===== src/rtl/mult_sequencer_pkg.sv =====
// Shared MIPS decode constants and the state encoding of the iterative multiplier.
package mips_pkg;

    localparam logic [5:0] R_TYPE = 6'h00;
    localparam logic [5:0] MFHI   = 6'h10;
    localparam logic [5:0] MTHI   = 6'h11;
    localparam logic [5:0] MFLO   = 6'h12;
    localparam logic [5:0] MTLO   = 6'h13;
    localparam logic [5:0] MULT   = 6'h18;
    localparam logic [5:0] MULTU  = 6'h19;

    typedef enum logic [1:0] {
        IDLE = 2'b00,
        RUN  = 2'b01,
        DONE = 2'b10
    } mult_state_t;

endpackage


===== src/rtl/mult_sequencer_if.sv =====
// Handshake and result bundle between the EX/hazard logic (master) and the multiplier (slave).
interface mult_sequencer_if #(
    parameter int WIDTH = 32
);

    logic             start;
    logic             abort;
    logic             hilo_read_req;
    logic [WIDTH-1:0] operand_a;
    logic [WIDTH-1:0] operand_b;
    logic             busy;
    logic             stall;
    logic             done;
    logic [WIDTH-1:0] hi;
    logic [WIDTH-1:0] lo;

    modport master (
        output start, abort, hilo_read_req, operand_a, operand_b,
        input  busy, stall, done, hi, lo
    );

    modport slave (
        input  start, abort, hilo_read_req, operand_a, operand_b,
        output busy, stall, done, hi, lo
    );

endinterface


===== src/rtl/mult_sequencer_datapath.sv =====
// Radix-2 shift-add datapath: operand magnitudes, accumulator/multiplier shift
// pair, the WIDTH+1-bit adder and the final sign correction.
module mult_step_datapath
    import mips_pkg::*;
#(
    parameter int WIDTH  = 32,
    parameter bit SIGNED = 1'b1
) (
    input  logic               clock,
    input  logic               reset_n,
    input  logic               load_i,
    input  logic               step_i,
    input  logic [WIDTH-1:0]   operand_a_i,
    input  logic [WIDTH-1:0]   operand_b_i,
    output logic [2*WIDTH-1:0] product_o
);

    logic [WIDTH-1:0]   mcand_q, mcand_d;
    logic [WIDTH-1:0]   acc_q, acc_d;
    logic [WIDTH-1:0]   mplier_q, mplier_d;
    logic               sign_q, sign_d;
    logic [WIDTH:0]     sum;
    logic [2*WIDTH-1:0] rawProduct;

    // Next-state of the shift pair: load magnitudes on accept, otherwise one add-and-shift per step.
    always_comb begin
        mcand_d  = mcand_q;
        acc_d    = acc_q;
        mplier_d = mplier_q;
        sign_d   = sign_q;
        sum      = {1'b0, acc_q} + (mplier_q[0] ? {1'b0, mcand_q} : {(WIDTH+1){1'b0}});
        if (load_i) begin
            mcand_d  = operand_a_i;
            mplier_d = operand_b_i;
            sign_d   = 1'b0;
            acc_d    = '0;
            if (SIGNED) begin
                if (operand_a_i[WIDTH-1]) mcand_d  = -operand_a_i;
                if (operand_b_i[WIDTH-1]) mplier_d = -operand_b_i;
                sign_d = operand_a_i[WIDTH-1] ^ operand_b_i[WIDTH-1];
            end
        end else if (step_i) begin
            acc_d    = sum[WIDTH:1];
            mplier_d = {sum[0], mplier_q[WIDTH-1:1]};
        end
    end

    // Shift registers and latched sign, cleared by the asynchronous reset.
    always_ff @(posedge clock or negedge reset_n) begin
        if (!reset_n) begin
            mcand_q  <= '0;
            acc_q    <= '0;
            mplier_q <= '0;
            sign_q   <= 1'b0;
        end else begin
            mcand_q  <= mcand_d;
            acc_q    <= acc_d;
            mplier_q <= mplier_d;
            sign_q   <= sign_d;
        end
    end

    // Unsigned magnitude product, negated modulo 2^(2*WIDTH) when the operand signs differed.
    always_comb begin
        rawProduct = {acc_q, mplier_q};
        product_o  = sign_q ? -rawProduct : rawProduct;
    end

endmodule


===== src/rtl/mult_sequencer.sv =====
// Multi-cycle MULT/MULTU sequencer owning HI/LO and the stall request to the hazard unit.
module mult_sequencer
    import mips_pkg::*;
#(
    parameter int WIDTH  = 32,
    parameter bit SIGNED = 1'b1
) (
    input  logic           clock,
    input  logic           reset_n,
    mult_sequencer_if.slave bus
);

    localparam int CW = (WIDTH > 1) ? $clog2(WIDTH) : 1;

    mult_state_t        state_q;
    logic [CW-1:0]      count_q;
    logic               busy_q;
    logic               done_q;
    logic [WIDTH-1:0]   hi_q;
    logic [WIDTH-1:0]   lo_q;
    logic               loadEn;
    logic               stepEn;
    logic [2*WIDTH-1:0] product;

    assign loadEn = (state_q == IDLE) && bus.start && !bus.abort;
    assign stepEn = (state_q == RUN);

    mult_step_datapath #(
        .WIDTH  (WIDTH),
        .SIGNED (SIGNED)
    ) u_datapath (
        .clock       (clock),
        .reset_n     (reset_n),
        .load_i      (loadEn),
        .step_i      (stepEn),
        .operand_a_i (bus.operand_a),
        .operand_b_i (bus.operand_b),
        .product_o   (product)
    );

    // Sequencer FSM: accept, count WIDTH steps, commit HI/LO on leaving DONE unless squashed.
    always_ff @(posedge clock or negedge reset_n) begin
        if (!reset_n) begin
            state_q <= IDLE;
            count_q <= '0;
            busy_q  <= 1'b0;
            done_q  <= 1'b0;
            hi_q    <= '0;
            lo_q    <= '0;
        end else begin
            case (state_q)
                IDLE: begin
                    if (bus.start && !bus.abort) begin
                        state_q <= RUN;
                        count_q <= '0;
                        busy_q  <= 1'b1;
                    end
                end
                RUN: begin
                    if (bus.abort) begin
                        state_q <= IDLE;
                        count_q <= '0;
                        busy_q  <= 1'b0;
                    end else if (count_q == CW'(WIDTH - 1)) begin
                        state_q <= DONE;
                        count_q <= '0;
                        done_q  <= 1'b1;
                    end else begin
                        count_q <= count_q + CW'(1);
                    end
                end
                DONE: begin
                    state_q <= IDLE;
                    busy_q  <= 1'b0;
                    done_q  <= 1'b0;
                    if (!bus.abort) begin
                        hi_q <= product[2*WIDTH-1:WIDTH];
                        lo_q <= product[WIDTH-1:0];
                    end
                end
                default: begin
                    state_q <= IDLE;
                    count_q <= '0;
                    busy_q  <= 1'b0;
                    done_q  <= 1'b0;
                end
            endcase
        end
    end

    assign bus.busy  = busy_q;
    assign bus.done  = done_q;
    assign bus.hi    = hi_q;
    assign bus.lo    = lo_q;
    assign bus.stall = busy_q && (bus.start || bus.hilo_read_req);

endmodule


===== src/flat_wrapper.sv =====
// flat-port wrapper written by rule: the top's interface ports become plain ports
module mult_sequencer_flat import mips_pkg::*;
#(
    parameter int WIDTH  = 32,
    parameter bit SIGNED = 1'b1
)
  (clock, reset_n, bus_start, bus_abort, bus_hilo_read_req, bus_operand_a, bus_operand_b, bus_busy, bus_stall, bus_done, bus_hi, bus_lo);
  mult_sequencer_if #(.WIDTH(WIDTH)) bus_i ();
  input  logic clock;
  input  logic reset_n;
  input wire logic [$bits(bus_i.start)-1:0] bus_start;
  input wire logic [$bits(bus_i.abort)-1:0] bus_abort;
  input wire logic [$bits(bus_i.hilo_read_req)-1:0] bus_hilo_read_req;
  input wire logic [$bits(bus_i.operand_a)-1:0] bus_operand_a;
  input wire logic [$bits(bus_i.operand_b)-1:0] bus_operand_b;
  output wire logic [$bits(bus_i.busy)-1:0] bus_busy;
  output wire logic [$bits(bus_i.stall)-1:0] bus_stall;
  output wire logic [$bits(bus_i.done)-1:0] bus_done;
  output wire logic [$bits(bus_i.hi)-1:0] bus_hi;
  output wire logic [$bits(bus_i.lo)-1:0] bus_lo;
  assign bus_i.start = bus_start;
  assign bus_i.abort = bus_abort;
  assign bus_i.hilo_read_req = bus_hilo_read_req;
  assign bus_i.operand_a = bus_operand_a;
  assign bus_i.operand_b = bus_operand_b;
  assign bus_busy = bus_i.busy;
  assign bus_stall = bus_i.stall;
  assign bus_done = bus_i.done;
  assign bus_hi = bus_i.hi;
  assign bus_lo = bus_i.lo;
  mult_sequencer #(.WIDTH(WIDTH), .SIGNED(SIGNED)) u_core (.clock(clock), .reset_n(reset_n), .bus(bus_i));
endmodule

===== config.mk =====
export PLATFORM = sky130hd
export DESIGN_NAME = mult_sequencer_flat
export DESIGN_NICKNAME = d
export VERILOG_FILES = /design/src/rtl/mult_sequencer_pkg.sv /design/src/rtl/mult_sequencer_if.sv /design/src/rtl/mult_sequencer_datapath.sv /design/src/rtl/mult_sequencer.sv /design/src/flat_wrapper.sv
export SDC_FILE = /design/constraint.sdc
export NUM_CORES = 1
export LEC_CHECK = 0
export ABC_CLOCK_PERIOD_IN_PS = 7100
export CAP_MARGIN = 25
export CELL_PAD_IN_SITES_DETAIL_PLACEMENT = 1
export CELL_PAD_IN_SITES_GLOBAL_PLACEMENT = 1
export CORE_MARGIN = 2
export CORE_UTILIZATION = 46
export DETAILED_ROUTE_END_ITERATION = 10
export PLACE_DENSITY = 0.86
export SLEW_MARGIN = 20
export SYNTH_ARGS = -nofsm -noshare
export SYNTH_HDL_FRONTEND = slang
export SYNTH_SLANG_ARGS = --single-unit

===== constraint.sdc =====
create_clock -name clock -period 7.1 [get_ports clock]
set_input_delay 1.775 -clock clock [delete_from_list [all_inputs] [get_ports clock]]
set_output_delay 1.775 -clock clock [all_outputs]
set_load 0.05 [all_outputs]

==> results.toml <==
# physical design summary
[hold_path]
hold-path-cell-count = 2
min-delay-start = "u_core.u_datapath.mcand_q[4]"
hold_path_class = "register to register"

[synthesis]
ys_seq_share = 0.390
synth-edff-count = 0
ys_chip_area_um2 = 10900
ys.flop_type = "dfrtp_1"
synth.avg_cell_area_um2 = 8.44
yosysWarnings = 0
ys_async_sr_fraction = 1.00
synth_cell_types = 65
ys_cells = 1294
mappedNetlistArea_um2 = 10900

[finish]
clkbuf_count = 18
logic_area_um2 = 6350
layout.nonclk_buf_frac = 0.110
nFillCells = 2777
logic_gates = 1037
layout_top_cells = "235 x nand2_1, 178 x o21ai_0, 169 x dfrtp_1"
layout.area.seq_um2 = 4260
nNonClkInverters = 14
lay_top_count = "nand2_1"
sh_comb_area = 0.485
stdcell_count = 1716

[global_routing]
grt_max_degree = 127
grt_pass1_wl_mm = 51.4
grt_usage = 0.260

[floorplanning]
dieWidth_um = 158
dieArea_um2 = 25000
die_h_um = 158
initCoreUtil = 0.467
nWellTaps = 319
core_um2 = 23400

[critical_path]
cp_slowest_cell = "clkdlybuf4s50_1"
reg2regPathDepth = 10
crit_start = "bus_start"
cpPeakStageDelay_ns = 0.80
critPathMaxFanout = 3
crit_type = "input port to output pin"
r2r-start = "u_core.u_datapath.mplier_q[0]"
critPathArrivalTime_ns = 3.21
crit_end = "bus_stall"
cp-start-kind = "input port"

[final_timing]
fmax_mhz = 200
rsz0062_at_grt = "no"
hold_viol_final = 0
setup_violations = 0
drv_slew = 0
finalClockPeriodUsage = 0.703
worst_slew_pin_slew_ns = 1.05
finalSetupTns_ns = 0

[clock_tree]
cts.sinks = 170
postCtsSetupBuffers = 0
clock_path_buffers = 2
cts_tree = "yes"
cts.htree.levels = 4
root_buffer = "clkbuf_16"

[placement]
post-dp-hpwl_mm = 23.1
placed_cells = 1682
numPortBuffers = 135

[run]
warnings = 27

[routing]
wl_per_cell_um = 18.6
dr.pass1.iters = 5
via_per_inst = 5.83

[power_and_ir_drop]
power_density_nw_per_um2 = 295
irDropWorstVdd_mv = 0.123
total_power_mw = 3.86
swShare = 0.420

[status]
status = "complete, no violations"
==> power by group through the flow <==
stage,combinational (mW),sequential [mW],clock [mW]
floorplan,0.990,1.43,0
global placement,1.34,1.48,0
detailed placement,1.40,1.49,0
CTS,1.42,1.48,0.956
global route,1.60,1.50,0.997
finish,1.44,1.47,0.942
==> routing by layer <==
| metal | vias up | part of all wire | GRT usage |
|---|---|---|---|
| li1 | 4793 | - | - |
| met1 | 4940 | 0.44 | 0.331 |
| met2 | 229 | 0.50 | 0.461 |
| met3 | 39 | 0.042 | 0.0342 |
| met4 | 0 | 0.016 | 0.0751 |
| met5 | - | 0 | 0 |
==> cells by family after synthesis <==
| kind of cell | Yosys count | share of synthesized area |
|---|---|---|
| buffers and inverters | 87 | 0.0313 |
| adders and majority gates | 38 | 0.0442 |
| AOI/OAI and AO/OA | 368 | 0.202 |
| DFF | 170 | 0.390 |
| xor gates and xnor gates | 146 | 0.117 |
| and+or+nand+nor | 480 | 0.211 |
| muxes | 5 | 0.00458 |
==> stage by stage <==
stage	cell area, µm²	hold slack, ns	util
detailed placement	12500	0.465	0.532
global route	13100	0.497	0.559
finish	13100	0.474	0.559
CTS	13000	0.481	0.557
global placement	12500	0.454	0.532
floorplan	10900	0.441	-
==> synth_stat cells, types with 26 or more instances <==
master    instances  area share
xor2_1          103       0.083
nor2_1           67       0.023
clkbuf_1         66       0.023
o21ai_0         178       0.082
nand2_1         237       0.081
xnor2_1          43       0.034
a31oi_1          26       0.015
o31ai_1          36       0.025
ha_1             37       0.042
and2_1           34       0.019
a21oi_1          46       0.021
o41ai_1          26       0.021
dfrtp_1         170        0.39
==> critical path, delay by kind of cell <==
family / cells / cell delay [ns]
compound gates: 1 / 0.13
buf+inv: 2 / 1.30
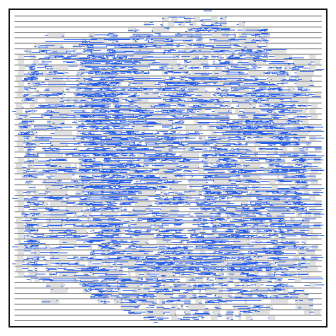
Fig. 1. The metal 1 layer.
Supply wires on this layer in grey.
longest straight run: 41.9 µm
main direction: horizontal
nets with wire on the layer: 1353
wire length on this layer: 14100 µm
grt met1 use: 0.331
Post-Route WL: 31.9 mm
via count: 10001

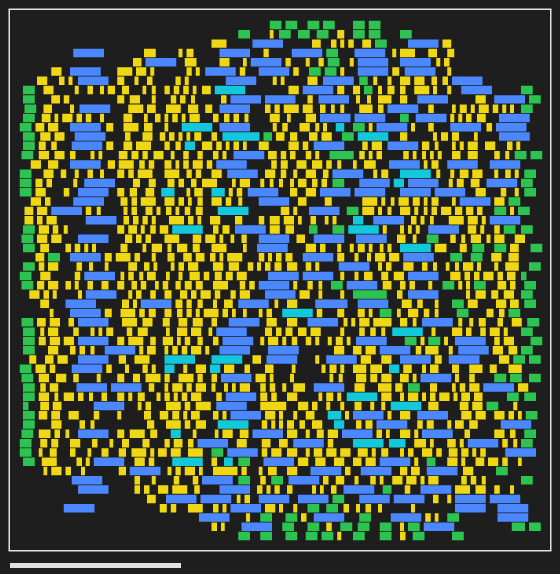
Fig. 2. Cells coloured by class.
The bar under the picture is 50 µm long.
legend:
  other buffers and delay cells:
    colour: green
    cells: 144
  flip-flops:
    colour: blue
    cells: 170
  all other logic:
    colour: yellow
    cells: 1051
  clock drivers and dummy loads:
    colour: cyan
    cells: 32
FP Rows: 56
fin util: 0.559

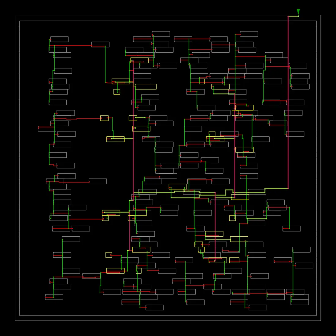
Fig. 3. Clock nets.
clock latency on the worst-skew pair: 0.44 ns
flip-flops: 170

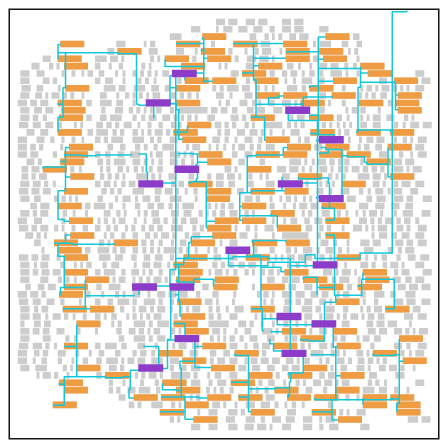
Fig. 4. Clock network drawn from the DEF.
legend:
  flip-flops:
    colour: orange
    count: 170
  cells driving clock nets:
    colour: purple
    count: 17
  clock wires:
    colour: cyan
    length: 2160 µm
flops lie: spread over the die
Clock Power Share: 0.244
clock skew: 0.0135 ns
clk pwr: 942 µW

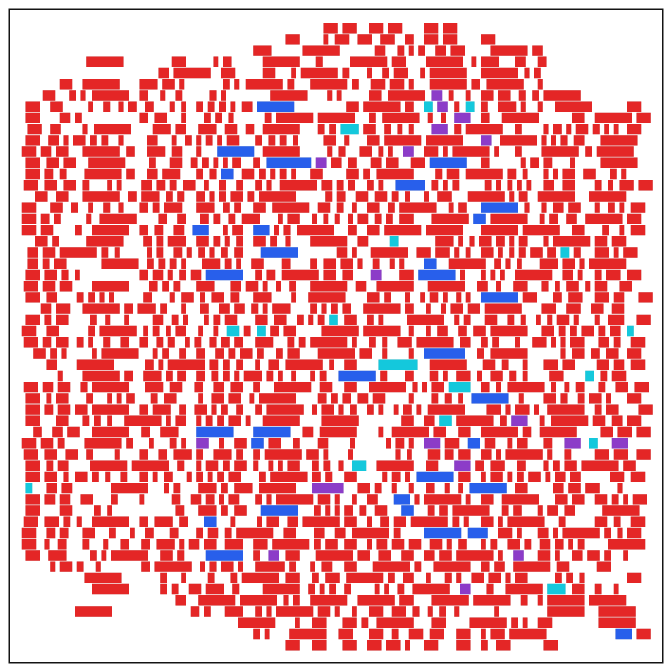
Fig. 5. Cell sizes after repair.
legend:
  drive 6 and up:
    colour: blue
    cells: 32
    share: 2.3%
  drive 1 or less:
    colour: red
    cells: 1330
    share: 95%
  drive 2:
    colour: cyan
    cells: 17
    share: 1.2%
  drive 3 to 4:
    colour: purple
    cells: 18
    share: 1.3%
Layout area overhead: 19.8%
final instance area: 13100 µm²
Non-clk bufs: 144
worst setup margin: 2.11 ns

Power is estimated from default activity; no workload was simulated.
